**M1 wires**

The bar under the picture is 100 µm long.
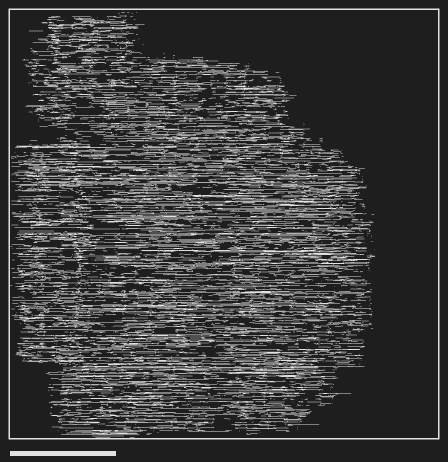
**Routing congestion**

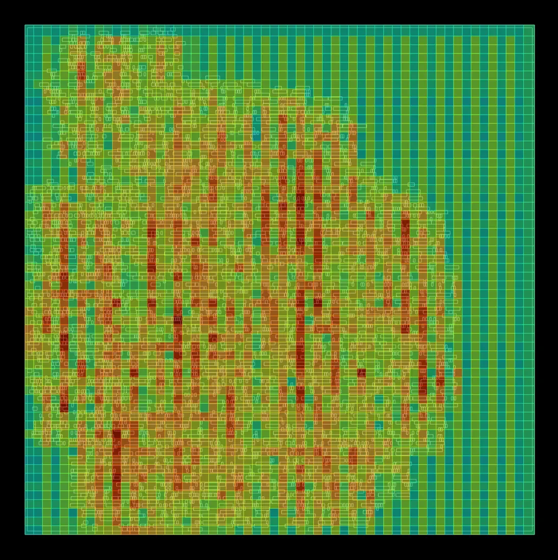
**Signal wires on met2**

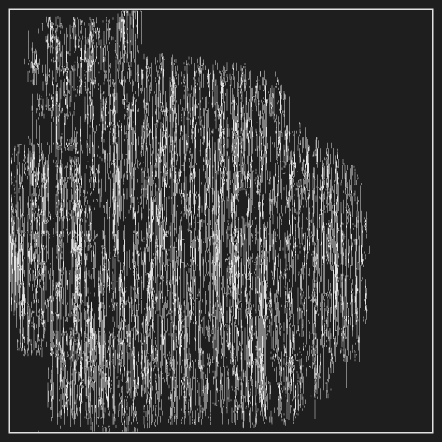
**Wire density map**

The bar under the picture is 100 µm long. The die is cut into 20 by 20 equal tiles; black is low, pale yellow is high, scaled to the fullest tile. Values are wire area over tile area, all layers added.
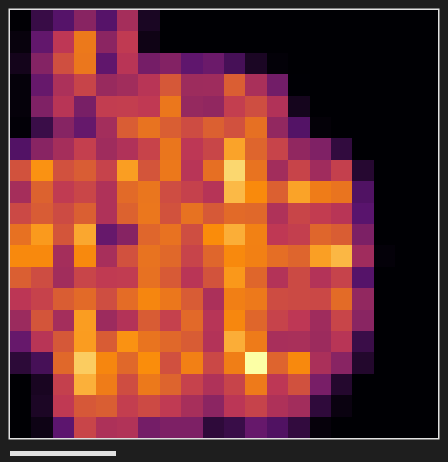
`src/rtl/conv_maxpool_writer_pkg.sv`:
```
// Shared constants and row-state encoding for the 2x2/stride-2 max-pool writer
// that sits behind the convolution engine.
package conv_maxpool_writer_pkg;

  localparam int LEN_OF_OUTPUT      = 25;
  localparam int NUM_OF_PER_OUT_ROW = 61;
  localparam int NUM_OF_POOL_ROW    = 30;
  localparam int POOL_PLANE         = 900;
  localparam int LEN_OF_ADDR        = 15;
  localparam int KERNEL_W           = 5;

  // data1 on beat 0 carries no column; the engine fills it with all ones (-1)
  localparam logic signed [LEN_OF_OUTPUT-1:0] BEAT0_MARKER = '1;

  typedef enum logic [1:0] {
    ROW_EVEN = 2'd0,
    ROW_ODD  = 2'd1,
    ROW_DROP = 2'd2,
    ST_DONE  = 2'd3
  } row_state_t;

endpackage

```
`src/rtl/conv_maxpool_writer_pool_line_buffer.sv`:
```
// Holds the horizontal maxima of the current even conv row until the odd row
// below it arrives; synchronous write, combinational indexed read.
module pool_line_buffer #(
  parameter int W     = 25,
  parameter int DEPTH = 30,
  parameter int AW    = $clog2(DEPTH)
) (
  input  logic                clk,
  input  logic                i_we,
  input  logic [AW-1:0]       i_waddr,
  input  logic signed [W-1:0] i_wdata,
  input  logic [AW-1:0]       i_raddr,
  output logic signed [W-1:0] o_rdata
);

  logic signed [W-1:0] r_mem [DEPTH];

  always_ff @(posedge clk) begin
    if (i_we) begin
      r_mem[i_waddr] <= i_wdata;
    end
  end

  assign o_rdata = r_mem[i_raddr];

endmodule

```
`src/rtl/conv_maxpool_writer.sv`:
```
// Max-pools the 61x61 ReLU'd conv planes down to 30x30 and emits one pooled
// value per cycle with its flat result-memory address.
module conv_maxpool_writer
  import conv_maxpool_writer_pkg::*;
#(
  parameter int lenOfOutput    = LEN_OF_OUTPUT,
  parameter int numOfPerOutRow = NUM_OF_PER_OUT_ROW,
  parameter int numOfPoolRow   = NUM_OF_POOL_ROW,
  parameter int lenOfAddr      = LEN_OF_ADDR
) (
  input  logic                          clk,
  input  logic                          in_rst,
  input  logic                          in_write_ctl,
  input  logic signed [lenOfOutput-1:0] in_data0,
  input  logic signed [lenOfOutput-1:0] in_data1,
  input  logic                          in_end_conv,
  output logic                          out_pool_valid,
  output logic signed [lenOfOutput-1:0] out_pool_data,
  output logic [lenOfAddr-1:0]          out_pool_addr,
  output logic                          out_done,
  output logic                          out_err
);

  localparam int BEAT_W = $clog2(numOfPoolRow + 1);
  localparam int ROW_W  = $clog2(numOfPerOutRow);
  localparam int IDX_W  = $clog2(numOfPoolRow);

  localparam logic [BEAT_W-1:0]   LAST_BEAT   = BEAT_W'(numOfPoolRow);
  localparam logic [ROW_W-1:0]    LAST_POOLED = ROW_W'(numOfPerOutRow - 2);
  localparam logic [KERNEL_W-1:0] LAST_KERNEL = '1;
  localparam logic [lenOfAddr-1:0] ROW_STEP   = lenOfAddr'(numOfPoolRow);
  localparam logic [lenOfAddr-1:0] PLANE_STEP = lenOfAddr'(POOL_PLANE);

  row_state_t                   r_state;
  logic [BEAT_W-1:0]            r_beat_cnt;
  logic [ROW_W-1:0]             r_row_cnt;
  logic [KERNEL_W-1:0]          r_kernel_cnt;
  logic signed [lenOfOutput-1:0] r_even_hold;
  logic [lenOfAddr-1:0]         r_row_base;
  logic [lenOfAddr-1:0]         r_kernel_base;

  logic                          w_beat;
  logic                          w_last_beat;
  logic [BEAT_W-1:0]             w_j_full;
  logic [IDX_W-1:0]              w_j;
  logic signed [lenOfOutput-1:0] w_hmax;
  logic signed [lenOfOutput-1:0] w_lb_rdata;
  logic signed [lenOfOutput-1:0] w_vmax;
  logic                          w_lb_we;

  assign w_beat      = in_write_ctl && (r_state != ST_DONE);
  assign w_last_beat = (r_beat_cnt == LAST_BEAT);
  assign w_j_full    = r_beat_cnt - BEAT_W'(1);
  assign w_j         = w_j_full[IDX_W-1:0];
  assign w_hmax      = (r_even_hold > in_data0) ? r_even_hold : in_data0;
  assign w_vmax      = (w_lb_rdata > w_hmax) ? w_lb_rdata : w_hmax;
  assign w_lb_we     = w_beat && (r_state == ROW_EVEN) && (r_beat_cnt != '0);

  pool_line_buffer #(
    .W     (lenOfOutput),
    .DEPTH (numOfPoolRow),
    .AW    (IDX_W)
  ) u_line_buf (
    .clk     (clk),
    .i_we    (w_lb_we),
    .i_waddr (w_j),
    .i_wdata (w_hmax),
    .i_raddr (w_j),
    .o_rdata (w_lb_rdata)
  );

  always_ff @(posedge clk) begin
    if (in_rst) begin
      r_state        <= ROW_EVEN;
      r_beat_cnt     <= '0;
      r_row_cnt      <= '0;
      r_kernel_cnt   <= '0;
      r_even_hold    <= '0;
      r_row_base     <= '0;
      r_kernel_base  <= '0;
      out_pool_valid <= 1'b0;
      out_pool_data  <= '0;
      out_pool_addr  <= '0;
      out_done       <= 1'b0;
      out_err        <= 1'b0;
    end else begin
      out_pool_valid <= 1'b0;

      if (w_beat) begin
        if (r_beat_cnt == '0) begin
          r_even_hold <= in_data0;
          if (in_data1 != BEAT0_MARKER) begin
            out_err <= 1'b1;
          end
        end else begin
          // data1 of the last beat is the dropped column; holding it is harmless
          r_even_hold <= in_data1;
          if (r_state == ROW_ODD) begin
            out_pool_valid <= 1'b1;
            out_pool_data  <= w_vmax;
            out_pool_addr  <= r_row_base + lenOfAddr'(w_j);
          end
        end

        if (w_last_beat) begin
          r_beat_cnt <= '0;
          case (r_state)
            ROW_EVEN: begin
              r_row_cnt <= r_row_cnt + ROW_W'(1);
              r_state   <= ROW_ODD;
            end
            ROW_ODD: begin
              r_row_cnt  <= r_row_cnt + ROW_W'(1);
              r_row_base <= r_row_base + ROW_STEP;
              r_state    <= (r_row_cnt == LAST_POOLED) ? ROW_DROP : ROW_EVEN;
            end
            ROW_DROP: begin
              r_row_cnt    <= '0;
              r_kernel_cnt <= r_kernel_cnt + KERNEL_W'(1);
              r_state      <= ROW_EVEN;
              if (r_kernel_cnt == LAST_KERNEL) begin
                r_kernel_base <= '0;
                r_row_base    <= '0;
              end else begin
                r_kernel_base <= r_kernel_base + PLANE_STEP;
                r_row_base    <= r_kernel_base + PLANE_STEP;
              end
            end
            default: r_state <= ST_DONE;
          endcase
        end else begin
          r_beat_cnt <= r_beat_cnt + BEAT_W'(1);
        end
      end

      if (in_write_ctl && (r_state == ST_DONE)) begin
        out_err <= 1'b1;
      end

      if (in_end_conv) begin
        r_state  <= ST_DONE;
        out_done <= 1'b1;
        if (r_beat_cnt != '0) begin
          out_err <= 1'b1;
        end
      end
    end
  end

endmodule

```
`config.mk`:
```
export PLATFORM = sky130hd
export DESIGN_NAME = conv_maxpool_writer
export DESIGN_NICKNAME = d
export VERILOG_FILES = /design/src/rtl/conv_maxpool_writer_pkg.sv /design/src/rtl/conv_maxpool_writer_pool_line_buffer.sv /design/src/rtl/conv_maxpool_writer.sv
export SDC_FILE = /design/constraint.sdc
export NUM_CORES = 1
export LEC_CHECK = 0
export ABC_AREA = 1
export CORE_MARGIN = 1.5
export CORE_UTILIZATION = 25
export CTS_BUF_LIST = sky130_fd_sc_hd__clkbuf_8
export DETAILED_ROUTE_END_ITERATION = 10
export PLACE_DENSITY = 0.4
export SYNTH_ARGS = -nofsm -noshare
export SYNTH_HDL_FRONTEND = slang
export SYNTH_SLANG_ARGS = --single-unit
export TNS_END_PERCENT = 30
```
`constraint.sdc`:
```
create_clock -name clk -period 3.8 [get_ports clk]
set_input_delay 0.38 -clock clk [delete_from_list [all_inputs] [get_ports clk]]
set_output_delay 0.38 -clock clk [all_outputs]
set_load 0.01 [all_outputs]
```
==> CHANGELOG.md <==
## Flow update

* Fin Hold WS at 217 ps
* Crit path max-delay family: simple AND/OR/NAND/NOR gates
* Cell mode on critical path: nand2_1
* FF-to-FF setup slack at -70 ps
* Final Cycle Share at 102%
* Worst Skew at 49.6 ps
* Psw at 0.00798 W
* Yosys warns at 0
* P per Cell Area at 502 nW/µm²
* Max-slew violation count at 0
* Critical path peak fanout at 13
* RSZ-0062 raised after global routing: true
* Crit path launch: r_beat_cnt[0]
* Clock power frac at 33.1%
* Syn Area/Cell at 9.17 µm²
* Status: finished with violations
* Asr flop ratio synth at 0%
* Failing checks: setup timing
* Placed Area at 45,700 µm²
* Log Warnings at 38
* Grt ovf at 0
* Startpoint Class: flop
* Initial Utilization at 25.2%
* Setup crit end: out_pool_data[6]
* Port Buffers at 96
* DR iter-0 viols at 1,707
* Post-synthesis sequential area ratio at 62.4%
* Count of library flops with an enable pin at 750
* RD Place Congestion at 0.791
* Reg-to-Reg End: out_pool_data[6]
* Late-Pin Clk Latency at 860 ps
* Worst path slowest cell: dfxtp_4
* Unique cell type count in the Yosys netlist at 48
* Number of global-route vias before repair at 29,494
* Die X at 402 µm
* Post-synth regs at 866
* Final Setup Violations at 25
* Worst Reg-to-Reg Cells at 28
* Hold Crit Class: in2reg
* Final setup margin at -66.5 ps
* Initial antenna violation count at 7
* FF+latch area at 24,900 µm²
* Worst hold stages at 3
* Post-DP HPWL at 77,600 µm
* CTS root buf: clkbuf_8
* Max-Cap Viols at 0
* CTS Buffer Depth at 3
* Rows at 146
* Largest net degree at the start of global routing at 83
* Int Pwr at 0.0173 W
* Ports at 97
* Max transition margin at 36.7%
* Final hold violations at 0
* Filler instances at 16,575
* R2r startpoint: r_beat_cnt[0]
* YS chip area at 39,800 µm²
* Final #Nets at 4,878
* Worst setup EP type: flop
* Cell count in the Yosys report at 4,338
* Critical setup path kind: reg2reg
* Layout area overhead at 26.4%
* First-pass iteration count of the detailed router at 5
* Die height at 402 µm
* CP Buf/Inv Count at 8
* Leak at 21.3 nW
* DR vias/cell at 4.29
* ANT nets after route at 0
* Num CTS Buffers at 159
About 'M1 wires':
- nets with wire on the layer: 4,532
- wire length on this layer: 61.0 mm
- main direction: horizontal
- longest straight run: 128 µm
met1 Track Usage GR: 21.3%
vias: 29,801
final wirelength: 130,000 µm

About 'routing congestion':
GRT Overall Usage: 15.7%
met2 Use GR: 25.5%

About 'signal wires on met2':
- nets with wire on the layer: 3,299
- share of all routed wire: 47%
- wire length on this layer: 60.7 mm
- longest straight run: 136 µm

About 'wire density map':
- emptiest ninth of the die: north-east
- tiles over half the peak: 43%
- mean over tiles: 0.12
- fullest tile: 0.33
- densest ninth of the die: centre
- nearly empty tiles: 27%
Wirelength per Cell: 18.6 µm

cells by family (layout without fill, tap and decap cells):
group                    count (synthesis)  count (layout)  share of synthesized area (%)
other                                    0               5                              0
flip-flops                             866             866                           62.4
AND-OR/OR-AND                          246             246                           3.48
XOR/XNOR                                17              17                          0.440
adder cells (fa/ha/maj)                 73              73                           2.31
buffers and inverters                  534            1068                           5.73
AND/OR/NAND/NOR                       2602            2602                           25.6
what timing repair did:
action                                 4_1_cts  5_1_grt
pin swaps                                   18       84
endpoints found under the hold margin       24        0
resized                                     89      174
setup endpoints to repair                   25       25
setup buffers                               13       20
hold buffers                                 1        0
cloned                                       8       10
cells in the mapped netlist (all sizes together) (2+ instances only):
cell       n  area, µm²
nand3b     5       37.5
ha        72        901
a22oi      3       22.5
clkbuf    63        236
nor3      11       55.1
a21o       3       22.5
nor3b      3       22.5
a211oi     5       37.5
a21oi     89        445
nand3    174        883
o221ai    11       96.3
buf      141        802
o21bai     4       30.0
a31oi      2       12.5
dfxtp    116       2320
o31ai      2       15.0
xnor2      6       60.1
nand4     13       96.3
o21ai    101        505
or2       35        219
nor2     258        978
nand2   2101       7890
xor2      11        115
edfxtp   750      22500
o21a       2       15.0
o211ai    19        143
inv      329       1240
stage by stage:
stage	worst slack [ps]	power (W)	cells	util (%)
floorplan	-45.4	0.0137	4338	-
global placement	-624	0.0160	6611	28.9
detailed placement	-656	0.0160	6611	28.9
CTS	17.0	0.0249	6914	31.1
global route	-257	0.0265	6945	31.8
finish	-66.5	0.0252	6949	31.8
cells in the final DEF (no fill, tap or decap), types with 54 or more instances in the layout:
master / instances
o21ai_0: 88
clkdlybuf4s50_1: 95
ha_1: 54
nand3_1: 164
buf_4: 264
clkbuf_8: 167
buf_12: 60
inv_1: 376
a21oi_1: 87
edfxtp_1: 750
dfxtp_1: 109
nand2_1: 1987
nor2_1: 205
nand2_2: 74
power groups by stage:
| stage | Clock, W | Combinational (W) | Sequential [W] |
|---|---|---|---|
| 2_1_floorplan | 0 | 0.00268 | 0.0110 |
| 3_3_place_gp | 0 | 0.00504 | 0.0110 |
| 3_5_place_dp | 0 | 0.00502 | 0.0110 |
| 4_1_cts | 0.00867 | 0.00546 | 0.0108 |
| 5_1_grt | 0.00904 | 0.00669 | 0.0108 |
| 6_report | 0.00836 | 0.00609 | 0.0108 |
layout make-up:
class	instances	area share [%]
Timing Repair Buffer	452	9.55
Sequential cell	866	49.4
Inverter	330	2.54
Antenna cell	5	0.0249
Clock buffer	167	4.57
Clock inverter	115	1.19
Tap cell	2072	5.15
Multi-Input combinational cell	2938	27.4
Timing Repair inverter	4	0.132
per-layer routing:
layer / routed length (µm) / global-route usage (%)
met1: 61000 / 21.3
met2: 60700 / 25.5
met5: 0 / 0
met4: 2880 / 4.76
met3: 4960 / 2.52
registers in the layout, indices dropped and copies added, names as in the netlist:
name and flops:
out_pool_data 25, out_pool_valid 1, u_line_buf.r_mem 750, r_row_base 15, r_beat_cnt 5, r_row_cnt 6
r_even_hold 25, r_kernel_base 15, r_state 2, out_done 1, out_err 1, out_pool_addr 15
r_kernel_cnt 5
Power figures rest on the tool's default switching activity, not on a simulated workload.
